$ cat src/rtl/spi_fl_pkg.sv
// Shared definitions for the SPI flash command sequencer: request op codes,
// flash opcodes, transfer types understood by spi_master_fl, FSM states and
// the helper that decides what the master-side fields look like in each state.
package spi_fl_pkg;

    // Request operations as presented on req_op
    typedef enum logic [1:0] {
        OP_READ    = 2'b00,
        OP_PROGRAM = 2'b01,
        OP_ERASE   = 2'b10,
        OP_STATUS  = 2'b11
    } op_e;

    // Serial flash opcodes
    localparam logic [7:0] FL_CMD_WREN       = 8'h06;
    localparam logic [7:0] FL_CMD_FAST_READ  = 8'h0B;
    localparam logic [7:0] FL_CMD_PAGE_PROG  = 8'h02;
    localparam logic [7:0] FL_CMD_SECT_ERASE = 8'h20;
    localparam logic [7:0] FL_CMD_READ_SR    = 8'h05;

    // Transfer shapes understood by spi_master_fl
    typedef enum logic [2:0] {
        CT_CMD_ONLY    = 3'd0,
        CT_CMD_ADDR    = 3'd1,
        CT_CMD_ADDR_TX = 3'd2,
        CT_CMD_ADDR_RX = 3'd3,
        CT_CMD_RX      = 3'd4,
        CT_CMD_TX      = 3'd5
    } commtype_e;

    // Sequencer states
    typedef enum logic [3:0] {
        IDLE      = 4'd0,
        WREN      = 4'd1,
        WREN_WAIT = 4'd2,
        CMD       = 4'd3,
        CMD_WAIT  = 4'd4,
        GAP       = 4'd5,
        POLL      = 4'd6,
        POLL_WAIT = 4'd7,
        RESP      = 4'd8
    } state_e;

    // Master-side fields that change from one transfer to the next
    typedef struct packed {
        logic [7:0]  command;
        logic [23:0] address;
        logic [31:0] data_in;
        commtype_e   commtype;
        logic [6:0]  ndata_bits;
        logic [3:0]  dummy_cycles;
    } fields_t;

    // An issue state and its _WAIT state map to the same fields, so the
    // fields stay frozen from the validflag pulse until the transfer ends.
    function automatic fields_t master_fields(
        input state_e      st,
        input op_e         op,
        input logic [23:0] addr,
        input logic [31:0] wdata,
        input logic [3:0]  rd_dummy
    );
        fields_t f;
        f = '0;
        case (st)
            WREN, WREN_WAIT: begin
                f.command  = FL_CMD_WREN;
                f.commtype = CT_CMD_ONLY;
            end
            CMD, CMD_WAIT: begin
                case (op)
                    OP_READ: begin
                        f.command      = FL_CMD_FAST_READ;
                        f.address      = addr;
                        f.commtype     = CT_CMD_ADDR_RX;
                        f.ndata_bits   = 7'd32;
                        f.dummy_cycles = rd_dummy;
                    end
                    OP_PROGRAM: begin
                        f.command    = FL_CMD_PAGE_PROG;
                        f.address    = addr;
                        f.data_in    = wdata;
                        f.commtype   = CT_CMD_ADDR_TX;
                        f.ndata_bits = 7'd32;
                    end
                    OP_ERASE: begin
                        f.command  = FL_CMD_SECT_ERASE;
                        f.address  = addr;
                        f.commtype = CT_CMD_ADDR;
                    end
                    default: begin
                        f.command    = FL_CMD_READ_SR;
                        f.commtype   = CT_CMD_RX;
                        f.ndata_bits = 7'd8;
                    end
                endcase
            end
            POLL, POLL_WAIT: begin
                f.command    = FL_CMD_READ_SR;
                f.commtype   = CT_CMD_RX;
                f.ndata_bits = 7'd8;
            end
            default: f = '0;
        endcase
        return f;
    endfunction

endpackage

$ cat src/rtl/spi_fl_poll_timer.sv
// Gap timer between status polls and the count of polls issued for the
// current program/erase operation.
module spi_fl_poll_timer
    import spi_fl_pkg::*;
#(
    parameter int POLL_MAX = 4096,
    parameter int POLL_GAP = 16
) (
    input  logic clk,
    input  logic rst,
    input  logic gap_run_i,
    input  logic poll_clr_i,
    input  logic poll_inc_i,
    output logic gap_done_o,
    output logic poll_limit_o
);

    localparam int GAP_W = (POLL_GAP < 2) ? 1 : $clog2(POLL_GAP);
    localparam int CNT_W = (POLL_MAX < 1) ? 1 : $clog2(POLL_MAX + 1);
    localparam logic [GAP_W-1:0] GAP_LAST = GAP_W'((POLL_GAP > 0) ? POLL_GAP - 1 : 0);
    localparam logic [CNT_W-1:0] CNT_MAX  = CNT_W'(POLL_MAX);

    logic [GAP_W-1:0] gap_cnt_q, gap_cnt_d;
    logic [CNT_W-1:0] poll_cnt_q, poll_cnt_d;

    assign gap_done_o   = gap_run_i && (gap_cnt_q == GAP_LAST);
    assign poll_limit_o = (poll_cnt_q == CNT_MAX);

    // Gap count runs only while the sequencer sits in GAP; poll count saturates
    always_comb begin
        gap_cnt_d  = '0;
        poll_cnt_d = poll_cnt_q;
        if (gap_run_i && !gap_done_o) begin
            gap_cnt_d = gap_cnt_q + 1'b1;
        end
        if (poll_clr_i) begin
            poll_cnt_d = '0;
        end else if (poll_inc_i && !poll_limit_o) begin
            poll_cnt_d = poll_cnt_q + 1'b1;
        end
    end

    // Counter registers
    always_ff @(posedge clk) begin
        if (rst) begin
            gap_cnt_q  <= '0;
            poll_cnt_q <= '0;
        end else begin
            gap_cnt_q  <= gap_cnt_d;
            poll_cnt_q <= poll_cnt_d;
        end
    end

endmodule

$ cat src/rtl/spi_fl_cmd_seq.sv
// Serial flash command sequencer: turns READ / PROGRAM / ERASE / STATUS
// requests into spi_master_fl transfers, including write-enable and
// busy-polling for the operations that modify the array.
module spi_fl_cmd_seq
    import spi_fl_pkg::*;
#(
    parameter int POLL_MAX = 4096,
    parameter int POLL_GAP = 16,
    parameter int RD_DUMMY = 8
) (
    input  logic        clk,
    input  logic        rst,
    input  logic        req_valid_i,
    output logic        req_ready_o,
    input  logic [1:0]  req_op_i,
    input  logic [23:0] req_addr_i,
    input  logic [31:0] req_wdata_i,
    output logic        rsp_valid_o,
    output logic [31:0] rsp_data_o,
    output logic        rsp_err_o,
    output logic [7:0]  command_o,
    output logic [23:0] address_o,
    output logic [31:0] data_in_o,
    output logic [2:0]  commtype_o,
    output logic [6:0]  ndata_bits_o,
    output logic [3:0]  dummy_cycles_o,
    output logic [9:0]  frame_struct_o,
    output logic [1:0]  xipbit_en_o,
    output logic [1:0]  spimode_o,
    output logic        manualframe_en_o,
    output logic        validflag_o,
    input  logic [31:0] data_out_i,
    input  logic        validflag_out_i,
    input  logic        tready_i
);

    state_e      state_q, state_d;
    op_e         op_q, op_d;
    logic [23:0] addr_q, addr_d;
    logic [31:0] wdata_q, wdata_d;
    fields_t     fields_q, fields_d;
    logic [31:0] rsp_data_q, rsp_data_d;
    logic        rsp_err_q, rsp_err_d;
    logic        issue;
    logic        poll_clr;
    logic        poll_inc;
    logic        gap_done;
    logic        poll_limit;

    spi_fl_poll_timer #(
        .POLL_MAX(POLL_MAX),
        .POLL_GAP(POLL_GAP)
    ) u_timer (
        .clk         (clk),
        .rst         (rst),
        .gap_run_i   (state_q == GAP),
        .poll_clr_i  (poll_clr),
        .poll_inc_i  (poll_inc),
        .gap_done_o  (gap_done),
        .poll_limit_o(poll_limit)
    );

    assign req_ready_o      = (state_q == IDLE);
    assign rsp_valid_o      = (state_q == RESP);
    assign rsp_data_o       = rsp_data_q;
    assign rsp_err_o        = rsp_err_q;
    assign validflag_o      = issue;
    assign command_o        = fields_q.command;
    assign address_o        = fields_q.address;
    assign data_in_o        = fields_q.data_in;
    assign commtype_o       = fields_q.commtype;
    assign ndata_bits_o     = fields_q.ndata_bits;
    assign dummy_cycles_o   = fields_q.dummy_cycles;
    assign frame_struct_o   = '0;
    assign xipbit_en_o      = '0;
    assign spimode_o        = '0;
    assign manualframe_en_o = 1'b0;

    // Next-state logic: request latch, transfer issue, completion handling
    always_comb begin
        state_d    = state_q;
        op_d       = op_q;
        addr_d     = addr_q;
        wdata_d    = wdata_q;
        rsp_data_d = rsp_data_q;
        rsp_err_d  = rsp_err_q;
        issue      = 1'b0;
        poll_clr   = 1'b0;
        poll_inc   = 1'b0;
        case (state_q)
            IDLE: begin
                if (req_valid_i) begin
                    op_d    = op_e'(req_op_i);
                    addr_d  = req_addr_i;
                    wdata_d = req_wdata_i;
                    if (op_e'(req_op_i) == OP_PROGRAM || op_e'(req_op_i) == OP_ERASE) begin
                        state_d = WREN;
                    end else begin
                        state_d = CMD;
                    end
                end
            end
            WREN: begin
                if (tready_i) begin
                    issue   = 1'b1;
                    state_d = WREN_WAIT;
                end
            end
            WREN_WAIT: begin
                if (validflag_out_i) begin
                    state_d = CMD;
                end
            end
            CMD: begin
                if (tready_i) begin
                    issue   = 1'b1;
                    state_d = CMD_WAIT;
                end
            end
            CMD_WAIT: begin
                if (validflag_out_i) begin
                    case (op_q)
                        OP_READ: begin
                            rsp_data_d = data_out_i;
                            rsp_err_d  = 1'b0;
                            state_d    = RESP;
                        end
                        OP_STATUS: begin
                            rsp_data_d = {24'h0, data_out_i[7:0]};
                            rsp_err_d  = 1'b0;
                            state_d    = RESP;
                        end
                        default: begin
                            poll_clr = 1'b1;
                            state_d  = GAP;
                        end
                    endcase
                end
            end
            GAP: begin
                if (gap_done) begin
                    state_d = POLL;
                end
            end
            POLL: begin
                if (tready_i) begin
                    issue    = 1'b1;
                    poll_inc = 1'b1;
                    state_d  = POLL_WAIT;
                end
            end
            POLL_WAIT: begin
                if (validflag_out_i) begin
                    rsp_data_d = {24'h0, data_out_i[7:0]};
                    if (!data_out_i[0]) begin
                        rsp_err_d = 1'b0;
                        state_d   = RESP;
                    end else if (poll_limit) begin
                        rsp_err_d = 1'b1;
                        state_d   = RESP;
                    end else begin
                        state_d = GAP;
                    end
                end
            end
            RESP: begin
                state_d = IDLE;
            end
            default: begin
                state_d = IDLE;
            end
        endcase
        fields_d = master_fields(state_d, op_d, addr_d, wdata_d, 4'(RD_DUMMY));
    end

    // State, latched request, master fields and response registers
    always_ff @(posedge clk) begin
        if (rst) begin
            state_q    <= IDLE;
            op_q       <= OP_READ;
            addr_q     <= '0;
            wdata_q    <= '0;
            fields_q   <= '0;
            rsp_data_q <= '0;
            rsp_err_q  <= 1'b0;
        end else begin
            state_q    <= state_d;
            op_q       <= op_d;
            addr_q     <= addr_d;
            wdata_q    <= wdata_d;
            fields_q   <= fields_d;
            rsp_data_q <= rsp_data_d;
            rsp_err_q  <= rsp_err_d;
        end
    end

endmodule
$ cat config.mk
export PLATFORM = sky130hd
export DESIGN_NAME = spi_fl_cmd_seq
export DESIGN_NICKNAME = d
export VERILOG_FILES = /design/src/rtl/spi_fl_pkg.sv /design/src/rtl/spi_fl_poll_timer.sv /design/src/rtl/spi_fl_cmd_seq.sv
export SDC_FILE = /design/constraint.sdc
export NUM_CORES = 1
export LEC_CHECK = 0
export ABC_AREA = 0
export ABC_CLOCK_PERIOD_IN_PS = 2600
export CORE_ASPECT_RATIO = 0.8
export CORE_MARGIN = 4
export CORE_UTILIZATION = 43
export CTS_BUF_LIST = sky130_fd_sc_hd__clkbuf_8
export DETAILED_ROUTE_END_ITERATION = 10
export GPL_TIMING_DRIVEN = 0
export HOLD_SLACK_MARGIN = 0.12
export PLACE_DENSITY = 0.79
export SKIP_CTS_REPAIR_TIMING = 1
export SLEW_MARGIN = 20
export SYNTH_ARGS = -nofsm -noshare
export SYNTH_HDL_FRONTEND = slang
export SYNTH_SLANG_ARGS = --single-unit
export TNS_END_PERCENT = 30
$ cat constraint.sdc
create_clock -name clk -period 2.6 [get_ports clk]
set_input_delay 0.26 -clock clk [delete_from_list [all_inputs] [get_ports clk]]
set_output_delay 0.26 -clock clk [all_outputs]
set_load 0.01 [all_outputs]
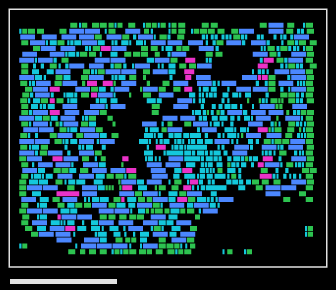
Figure 1: placed cells, one colour a class.
Bar = 50 µm.
class	colour	cells	share of their area
combinational and other logic	cyan	454	31%
sequential cells	blue	177	38%
remaining buffers and delay cells	green	274	27%
clock drivers and dummy loads	magenta	32	4.2%

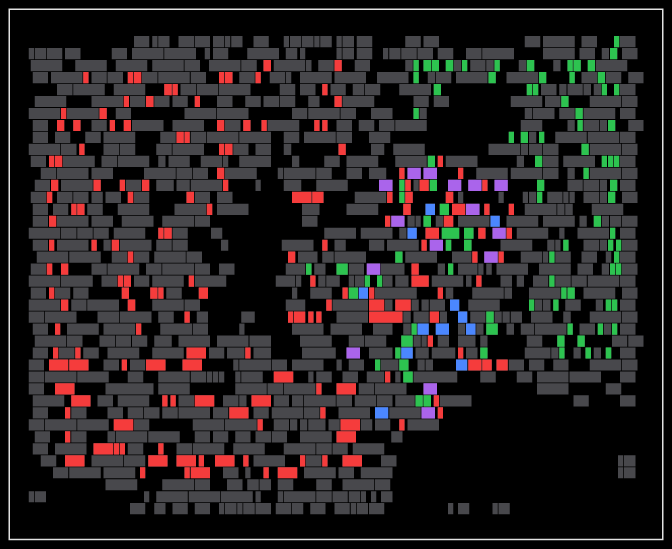
Figure 2: logic cells by family.
family	colour	cells	most used
xor and xnor cells	purple	15	xnor2_1
and/or cells	blue	12	or3_1
nand cells	green	92	nand2_1
nor cells	red	162	nor2_1

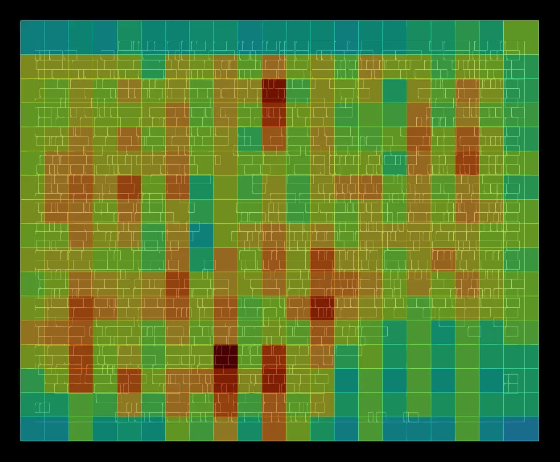
Figure 3: routing congestion.
GRT met3 Usage: 9.626%
busiest layer in global routing: met2

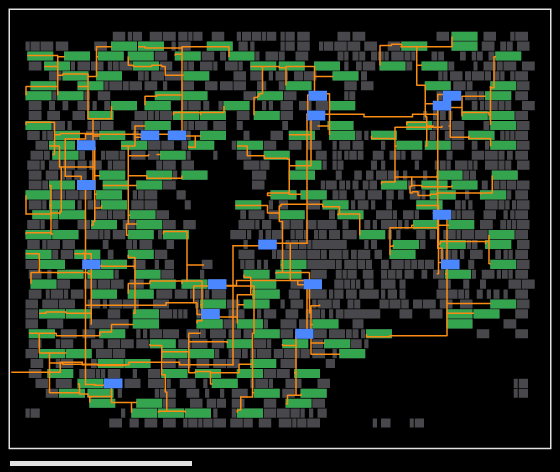
Figure 4: routed clock nets over the placement.
Bar = 50 µm.
[clock drivers] blue | count: 17
[flip-flops] green | count: 177
[clock wires] orange | length: 2,020 µm
flops lie	all over the die

==> summary.txt <==
Implementation results are summarized by area below.

Timing
The final hold violation count recorded for this run is 0. The slew check shows that the tightest pin keeps a relative margin of 51.48%. The final tally of max-slew violations is 0.

Per the timing report, the achievable frequency comes out to 0.4055 GHz. Across the routed clock network, the largest skew measured is 0.01729 ns. The total negative slack for setup checks is 0 ns.

The worst hold margin is 0.3044 ns. Counting I/O delays and the setup requirement, the final critical path takes 2.466 ns. The worst setup margin is 0.1340 ns. The final tally of setup violations is 0. The final critical path takes up 94.85% of the cycle. The pin closest to its max-slew limit shows a slew of 0.7277 ns.

Synth
The warning tally printed by Yosys for this design is 0. The share of cell area taken by muxes after synthesis is 8.916%. The synthesized netlist was found by Yosys to have 680 cells. Sorting the synthesized cells by how often they occur yields sky130_fd_sc_hd__dfxtp_1 (177), sky130_fd_sc_hd__nor2_1 (85), sky130_fd_sc_hd__mux2i_1 (59), sky130_fd_sc_hd__nand2_1 (51), sky130_fd_sc_hd__a21oi_1 (41). The top cell type by area accounts for 52.49% of the synthesized area. The post-synthesis simple-gate area fraction is 21.11%. The synthesized netlist devotes 1.483% of its cell area to adder and majority cells. For this run, the leading register cell type out of synthesis is sky130_fd_sc_hd__dfxtp_1. Among the non-sequential cells, simple AND/OR/NAND/NOR gates take the most area. In the post-synthesis netlist, the cell with the most instances is sky130_fd_sc_hd__dfxtp_1. Synthesis produced 680 cells. The synthesis stat section lists a flop and latch total of 177. The synthesized area is 6750 µm².

Sequential cells were found to cover 52.49% of the synthesized design area. Of the total synthesized cell area, the portion taken by AND-OR and OR-AND cells is 6.673%. The number of enable flip-flop cells is 0.

In the post-synthesis netlist, the biggest area contributors are sky130_fd_sc_hd__dfxtp_1 (52%), sky130_fd_sc_hd__mux2i_1 (8.7%), sky130_fd_sc_hd__nor2_1 (4.7%), sky130_fd_sc_hd__nor4_2 (4.4%), sky130_fd_sc_hd__buf_4 (3.6%). The async set-or-reset flop fraction in the synthesized netlist is 0%. The chip area in the Yosys report is 6750 µm². The number of library cell types mapped by synthesis is 53. The cell taking the most area after synthesis is sky130_fd_sc_hd__dfxtp_1.

Of the total synthesized cell area, the portion taken by XOR and XNOR cells is 1.946%. The mean instance size in the synthesized netlist is 9.927 µm².

Power and ir drop
For the clock group, total power comes out at 0.00188 W. The power report lists the combinational group at 0.00115 W. The power per standard cell area is 619.1 nW/µm². The part of the total power dissipated in the clock network is 31.8%. The switching share of total power is 28.84%. In the power breakdown, the biggest contributor is sequential cells. The worst-case IR drop observed on VDD is 0.4838 mV. Per the OpenROAD power report, switching power amounts to 0.001706 W. The power report attributes to the combinational group a share of 19.4%. The power consumption is 0.005915 W. The power in sequential cells is 0.00288 W.

The internal power component is 0.004209 W. The leakage power is 3.560 nW. The sequential share of power is 48.8%.

GRT
The initial antenna violation count is 1. The number of global-route vias before repair came to 5,357. The pin count of the biggest net entering global routing is 18.

The wire length of the first global-routing pass is 27,560 µm. The fraction of met2 tracks used by global routing is 30.51%. The total congestion overflow is 0. Global routing used 19.54% of the available tracks across all layers. Global routing consumed, on the met1 layer, 23.34% of the routing resources.

Route
The number of iterations in the first detailed-routing pass is 4. The DRC marker count from the first detailed-route iteration is 325. The amount of wire on met2 after detailed routing is 7832 µm. For this block, wires on met1 add up to 7444 µm. Per the detail_route report, the via count comes to 5,516.

The highest metal layer with signal wires is met5. Per the detail_route log, met3 wirelength is 2037 µm. The via density per instance is 4.809. Per the detail_route report, DRC violations left total 0. The wire length per cell after detailed routing is 15.43 µm. The residual antenna-violating net count after detailed routing is 0. The routed design has 17,700 µm of wire.

Place
After legalization and detailed placement, the total HPWL measured 13,040 µm. After its last routability iteration, the placer logged a weighted congestion of 0.8542. The tally of buffers added on design ports is 196.

The number of cells in the design after placement is 1,111. The placed standard-cell area is 9079 µm². Timing analysis after detailed placement gives a worst setup slack of -0.4452 ns.

Setup path
The timing report gives the biggest stage delay along the critical path as 0.36 ns. STA shows the worst reg2reg path with a cell count of 12. The required arrival time at the worst endpoint is 2.98 ns. The OpenROAD report gives the critical path a data arrival time of 2.84 ns. STA lists the startpoint of the worst register-to-register path as state_q[1]$_SDFF_PP0_. According to the timing report, the critical path is captured at command_o[1]$_SDFF_PP0_. Among cell families on the critical path, the largest total delay comes from simple AND/OR/NAND/NOR gates. The largest driver fanout on the critical path is 4. Walking the critical path from launch to capture passes 12 cell instances. The worst setup slack for register-to-register paths is 0.13 ns. The report lists the cells along the critical path as nor4_4 -> and2_4 -> buf_6 -> mux2i_4 -> inv_1 -> ha_1 -> inv_1 -> o211ai_1 -> buf_4 -> nor3_2 -> a2bb2oi_2 -> o21ai_2. According to the timing report, the critical path is launched from state_q[1]$_SDFF_PP0_. The setup path with the least slack is of type reg2reg. STA lists the endpoint of the worst register-to-register path as command_o[1]$_SDFF_PP0_. The most common cell type on the critical path is sky130_fd_sc_hd__inv_1. Along the critical path, the tally of buffer and inverter instances is 4. The kind of start point of the critical path is a register.

The cell type of the slowest stage on the worst timing path is sky130_fd_sc_hd__dfxtp_1. The critical path capture point type is a register.

Run
The number of warnings reported in the stage logs is 30. The number of max-cap violations is 0.

Worst hold path
Looking at hold timing, the worst path starts from rst. The worst hold endpoint is state_q[1]$_SDFF_PP0_. The worst hold path belongs to the class in2reg. The number of cells traversed by the worst hold path is 2.

Final layout
Once layout is done, the placed cells without fillers occupy 9553 µm². After filler insertion, the fill cell instance count of the layout stands at 1,312. The ratio of cells with drive above 1 in the final layout is 13.77%. In the layout the commonest cells are sky130_fd_sc_hd__clkdlybuf4s50_1 (196), sky130_fd_sc_hd__dfxtp_1 (176), sky130_fd_sc_hd__nor2_1 (85).

The layout overhead on the synthesized area is 41.52%. After the last flow step, the layout net total stands at 1,027. The library cell used most frequently in the layout, excluding fill and tap cells, is sky130_fd_sc_hd__clkdlybuf4s50_1.

The count of cells in the finished layout, fillers not included, comes to 1,147. The number of diodes added for antenna fixing is 0. The final report gives the core utilization as 62.79%.

Clocking
The deepest clock path buffer count is 2. The number of clock buffers added by TritonCTS is 17. The depth of the CTS H-tree is 4. The CTS tree is built. On the reported timing paths, the clock transition at the registers reads 0.09 ns. The clock latency at the later pin of the worst-skew pair is 0.47 ns. The cell at the root of the clock tree is sky130_fd_sc_hd__clkbuf_8.

The clock sink count is 177.

Outcome
The run finished with clean final reports.

Floorplan
The die height is 120.1 µm. For this configuration, the core starts out at a cell density of 44.37%. The number of I/O pins is 224. The total die size is 17,780 µm². The initialized floorplan defines 40 standard-cell rows. The placeable core region is 15,210 µm².

The horizontal die dimension is 148.1 µm.
[state kept, by name (all words and copies together), names as in the netlist]
register / flops
rsp_data_o: 32
u_timer.gap_cnt_q: 4
state_q: 4
commtype_o: 1
u_timer.poll_cnt_q: 13
dummy_cycles_o: 1
rsp_err_o: 1
command_o: 5
ndata_bits_o: 2
addr_q: 24
address_o: 24
wdata_q: 32
data_in_o: 32
op_q: 2
[cell type report]
cell class                      count  area, µm²  area share (%)
Timing Repair Buffer              201       1999           20.93
Sequential cell                   177       3545           37.11
Tap cell                          210      262.8           2.750
Clock inverter                     14      146.4           1.532
Buffer                             73      466.7           4.885
Inverter                           10      37.54          0.3929
Clock buffer                       18      247.7           2.593
Multi-Input combinational cell    444       2848           29.81
Power figures rest on the tool's default switching activity, not on a simulated workload.
